--- config.mk ---
export PLATFORM = sky130hd
export DESIGN_NAME = uart_rx_fifo
export DESIGN_NICKNAME = d
export VERILOG_FILES = /design/src/rtl/uart_rx_fifo.sv
export SDC_FILE = /design/constraint.sdc
export NUM_CORES = 1
export LEC_CHECK = 0
export CAP_MARGIN = 5
export CORE_ASPECT_RATIO = 1.25
export CORE_MARGIN = 2
export CORE_UTILIZATION = 30
export DETAILED_ROUTE_END_ITERATION = 10
export PLACE_DENSITY = 0.46
export SYNTH_ARGS = -nofsm -noshare
export SYNTH_HDL_FRONTEND = slang
export SYNTH_SLANG_ARGS = --single-unit
--- constraint.sdc ---
create_clock -name Clk -period 2.7 [get_ports Clk]
set_input_delay 0.405 -clock Clk [delete_from_list [all_inputs] [get_ports Clk]]
set_output_delay 0.405 -clock Clk [all_outputs]
set_load 0.01 [all_outputs]
--- src/rtl/uart_rx_fifo.sv ---
// Oversampling UART receiver with majority-vote bit sampling and a first-word-fall-through FIFO.
// Optional parity checking is compiled in with `define UART_RX_PARITY_EN.
module uart_rx_fifo #(
  parameter int unsigned CLK_HZ     = 50000000,
  parameter int unsigned BAUD       = 115200,
  parameter int unsigned OVERSAMPLE = 16,
  parameter int unsigned DATA_BITS  = 8,
  parameter int unsigned STOP_BITS  = 1,
  parameter int unsigned FIFO_DEPTH = 16,
  parameter int unsigned PARITY_ODD = 0
) (
  input  logic                          Clk,
  input  logic                          Rst,
  input  logic                          i_Rx,
  input  logic                          i_fRead,
  input  logic                          i_fClrErr,
  output logic [DATA_BITS-1:0]          o_Data,
  output logic                          o_fValid,
  output logic [$clog2(FIFO_DEPTH):0]   o_Count,
  output logic                          o_fDone,
  output logic                          o_fFrameErr,
  output logic                          o_fOverrun,
  output logic                          o_fParityErr
);

  localparam int unsigned DIV_RAW  = CLK_HZ / (BAUD * OVERSAMPLE);
  localparam int unsigned DIV      = (DIV_RAW < 1) ? 1 : DIV_RAW;
  localparam int unsigned DW       = (DIV > 1) ? $clog2(DIV) : 1;
  localparam int unsigned TW       = $clog2(OVERSAMPLE);
  localparam int unsigned BIT_CLKS = OVERSAMPLE * DIV;
  localparam int unsigned HW       = $clog2(BIT_CLKS + 1);
  localparam int unsigned AW       = $clog2(FIFO_DEPTH);
  localparam int unsigned CW       = AW + 1;
  localparam int unsigned BW       = $clog2(DATA_BITS + 1);

  typedef enum logic [2:0] {
    S_IDLE,
    S_START,
    S_DATA,
`ifdef UART_RX_PARITY_EN
    S_PARITY,
`endif
    S_STOP,
    S_WAIT_HIGH
  } state_t;

  state_t                 r_state, w_state_nxt;
  logic                   r_rx_meta, r_rx_sync, r_rx_prev;
  logic [DW-1:0]          r_div_cnt;
  logic [TW-1:0]          r_tick_cnt;
  logic [1:0]             r_votes;
  logic [BW-1:0]          r_bit_cnt, w_bit_cnt_nxt;
  logic [DATA_BITS-1:0]   r_shift, w_shift_nxt;
  logic [HW-1:0]          r_hi_cnt, w_hi_nxt;
  logic                   w_tick, w_centre, w_vote, w_fall;
  logic                   w_restart, w_wr_req, w_frame_set, w_par_set;

  logic [DATA_BITS-1:0]   r_mem [FIFO_DEPTH];
  logic [AW-1:0]          r_wr_ptr, r_rd_ptr, w_rd_ptr_nxt;
  logic [CW-1:0]          w_count_nxt;
  logic [DATA_BITS-1:0]   w_head_nxt;
  logic                   w_rd, w_wr, w_full, w_ovr_set;

  // Two-flop synchroniser plus a delayed copy for start-edge detection
  always_ff @(posedge Clk or posedge Rst) begin
    if (Rst) begin
      r_rx_meta <= 1'b1;
      r_rx_sync <= 1'b1;
      r_rx_prev <= 1'b1;
    end else begin
      r_rx_meta <= i_Rx;
      r_rx_sync <= r_rx_meta;
      r_rx_prev <= r_rx_sync;
    end
  end

  assign w_fall   = r_rx_prev & ~r_rx_sync;
  assign w_tick   = (r_div_cnt == DW'(DIV - 1));
  assign w_centre = w_tick && (r_tick_cnt == TW'(OVERSAMPLE / 2 + 1));
  assign w_vote   = (r_votes[0] & r_votes[1]) | (r_votes[0] & r_rx_sync) |
                    (r_votes[1] & r_rx_sync);

  // Oversample tick generator; the third vote is taken live at the decision tick
  always_ff @(posedge Clk or posedge Rst) begin
    if (Rst) begin
      r_div_cnt  <= '0;
      r_tick_cnt <= '0;
      r_votes    <= 2'b11;
    end else if (w_restart) begin
      r_div_cnt  <= '0;
      r_tick_cnt <= '0;
    end else if (w_tick) begin
      r_div_cnt  <= '0;
      r_tick_cnt <= (r_tick_cnt == TW'(OVERSAMPLE - 1)) ? '0 : r_tick_cnt + TW'(1);
      if (r_tick_cnt == TW'(OVERSAMPLE / 2 - 1)) r_votes[0] <= r_rx_sync;
      if (r_tick_cnt == TW'(OVERSAMPLE / 2))     r_votes[1] <= r_rx_sync;
    end else begin
      r_div_cnt  <= r_div_cnt + DW'(1);
    end
  end

  always_ff @(posedge Clk or posedge Rst) begin
    if (Rst) begin
      r_state   <= S_IDLE;
      r_bit_cnt <= '0;
      r_shift   <= '0;
      r_hi_cnt  <= '0;
    end else begin
      r_state   <= w_state_nxt;
      r_bit_cnt <= w_bit_cnt_nxt;
      r_shift   <= w_shift_nxt;
      r_hi_cnt  <= w_hi_nxt;
    end
  end

`ifdef UART_RX_PARITY_EN
  logic w_par_exp;
  assign w_par_exp = (^r_shift) ^ 1'(PARITY_ODD);
`else
  logic w_unused_parity_odd;
  assign w_unused_parity_odd = 1'(PARITY_ODD);
`endif

  always_comb begin
    w_state_nxt   = r_state;
    w_bit_cnt_nxt = r_bit_cnt;
    w_shift_nxt   = r_shift;
    w_hi_nxt      = r_hi_cnt;
    w_restart     = 1'b0;
    w_wr_req      = 1'b0;
    w_frame_set   = 1'b0;
    w_par_set     = 1'b0;
    case (r_state)
      S_IDLE: begin
        if (w_fall) begin
          w_restart   = 1'b1;
          w_state_nxt = S_START;
        end
      end
      S_START: begin
        if (w_centre) begin
          w_bit_cnt_nxt = '0;
          w_state_nxt   = w_vote ? S_IDLE : S_DATA;
        end
      end
      S_DATA: begin
        if (w_centre) begin
          w_shift_nxt = {w_vote, r_shift[DATA_BITS-1:1]};
          if (r_bit_cnt == BW'(DATA_BITS - 1)) begin
            w_bit_cnt_nxt = '0;
`ifdef UART_RX_PARITY_EN
            w_state_nxt   = S_PARITY;
`else
            w_state_nxt   = S_STOP;
`endif
          end else begin
            w_bit_cnt_nxt = r_bit_cnt + BW'(1);
          end
        end
      end
`ifdef UART_RX_PARITY_EN
      S_PARITY: begin
        if (w_centre) begin
          w_par_set     = (w_vote != w_par_exp);
          w_bit_cnt_nxt = '0;
          w_state_nxt   = S_STOP;
        end
      end
`endif
      S_STOP: begin
        if (w_centre) begin
          if (!w_vote) begin
            w_frame_set = 1'b1;
            w_hi_nxt    = '0;
            w_state_nxt = S_WAIT_HIGH;
          end else if (r_bit_cnt == BW'(STOP_BITS - 1)) begin
            w_wr_req    = 1'b1;
            w_state_nxt = S_IDLE;
          end else begin
            w_bit_cnt_nxt = r_bit_cnt + BW'(1);
          end
        end
      end
      S_WAIT_HIGH: begin
        // Break tolerance: require one unbroken bit time of idle line
        if (!r_rx_sync) begin
          w_hi_nxt = '0;
        end else if (r_hi_cnt == HW'(BIT_CLKS - 1)) begin
          w_hi_nxt    = '0;
          w_state_nxt = S_IDLE;
        end else begin
          w_hi_nxt = r_hi_cnt + HW'(1);
        end
      end
      default: w_state_nxt = S_IDLE;
    endcase
  end

  assign w_rd         = i_fRead & o_fValid;
  assign w_full       = (o_Count == CW'(FIFO_DEPTH));
  assign w_wr         = w_wr_req & (~w_full | w_rd);
  assign w_ovr_set    = w_wr_req & w_full & ~w_rd;
  assign w_count_nxt  = o_Count + CW'(w_wr) - CW'(w_rd);
  assign w_rd_ptr_nxt = w_rd ? r_rd_ptr + AW'(1) : r_rd_ptr;
  // Bypass the incoming byte when it becomes the new head
  assign w_head_nxt   = (w_wr && (w_rd_ptr_nxt == r_wr_ptr)) ? r_shift : r_mem[w_rd_ptr_nxt];

  always_ff @(posedge Clk) begin
    if (w_wr) r_mem[r_wr_ptr] <= r_shift;
  end

  always_ff @(posedge Clk or posedge Rst) begin
    if (Rst) begin
      r_wr_ptr <= '0;
      r_rd_ptr <= '0;
      o_Count  <= '0;
      o_fValid <= 1'b0;
      o_Data   <= '0;
      o_fDone  <= 1'b0;
    end else begin
      if (w_wr) r_wr_ptr <= r_wr_ptr + AW'(1);
      r_rd_ptr <= w_rd_ptr_nxt;
      o_Count  <= w_count_nxt;
      o_fValid <= (w_count_nxt != '0);
      o_Data   <= w_head_nxt;
      o_fDone  <= w_wr;
    end
  end

  // Sticky flags; a set wins over a simultaneous clear
  always_ff @(posedge Clk or posedge Rst) begin
    if (Rst) begin
      o_fFrameErr  <= 1'b0;
      o_fOverrun   <= 1'b0;
      o_fParityErr <= 1'b0;
    end else begin
      o_fFrameErr  <= w_frame_set | (o_fFrameErr & ~i_fClrErr);
      o_fOverrun   <= w_ovr_set   | (o_fOverrun  & ~i_fClrErr);
`ifdef UART_RX_PARITY_EN
      o_fParityErr <= w_par_set   | (o_fParityErr & ~i_fClrErr);
`else
      o_fParityErr <= 1'b0;
`endif
    end
  end

`ifndef UART_RX_PARITY_EN
  logic w_unused_par_set;
  assign w_unused_par_set = w_par_set;
`endif

endmodule

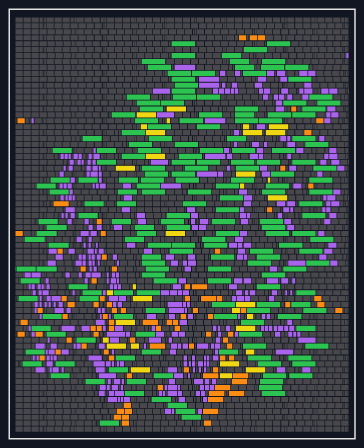
(images/placement_by_type.png)
Fill, decap, tap and diode cells in gray.
class	color	cells	share of their area
combinational and other logic	purple	414	32%
sequential cells	green	191	53%
clock drivers and dummy loads	yellow	32	5.8%
remaining buffers and delay cells	orange	90	8.7%
Final Instance Area: 10700 um^2
final core utilization: 36.8%
Seq/total area: 50.6%

==> flow_summary.toml <==
# generated from flow reports
[power_and_ir_drop]
p_comb_share_pct = 37.4
p_leak_nw = 4.34
top_power_group = "combinational cells"
internal_power_mw = 6.27

[die]
fp_util_pct = 30.4
die_h_um = 196
dieArea_um2 = 31000
n_tap_cell = 396
dieWidth_um = 158

[yosys]
synth_top_area_share_pct = 43.3
ys_sh_adder_pct = 2.87
ys_sh_xor_pct = 1.86
ys_seq_share_pct = 61.1
syn_nets = 660
logic_family = "multiplexers"
yosysCellCount = 636
yosys-top-cells-count = "128 x edfxtp_1, 58 x dfrtp_1, 46 x mux2_2, 35 x o21ai_0, 33 x mux2i_1"
synth_warnings = 0
synthMostInstantiatedCell = "edfxtp_1"

[outcome]
status = "finished clean"

[global_routing]
grt-busiest-layer = "met2"
use_met1_pct = 17.3

[clock_network]
clk_pin_slew_ns = 0.08
cts_resized = 1
clock_latency_ns = 0.44
cts_tree = "yes"
ctsRootBufferMaster = "clkbuf_16"

[final_timing]
setup_viol = 0
worstMarginPinSlew_ns = 0.699
rsz0062_at_grt = "true"
fin_skew_ns = 0.0134
whs_ns = 0.305
timing.final.ws_setup_ns = 0.0180

[min_path]
hold_path_class = "input pin to asynchronous set/reset pin"

[layout]
logic_gates = 392
regArea_um2 = 5430
nNonClkInverters = 22

[placed_design]
place_inst = 1084
routabilityCongestion = 0.775

[drt]
wl_met3_um = 507
dr_wl_met2_um = 11200
wl_per_cell_um = 18.4
drt_pass1_iterations = 6

[worst_setup_path]
path_cells = "inv_2 > ha_1 > or3b_4 > or3_4 > nand3_4 > o21ai_2 > ha_2 > fa_2 > a21oi_2 > o21bai_1 > xnor2_1 > nor2_1 > nand2_1"
crit_cells = 13
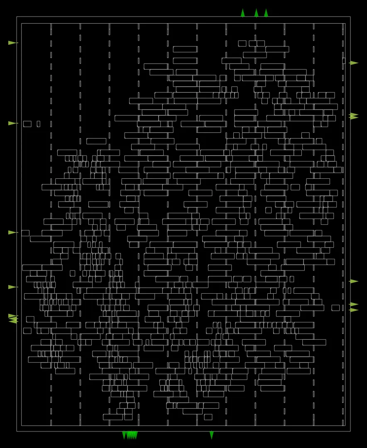
(images/placement.png)
final non-filler cell total: 1123
row cnt: 70
core box area: 29200 um^2
num sequential: 191
filler cell count: 2816

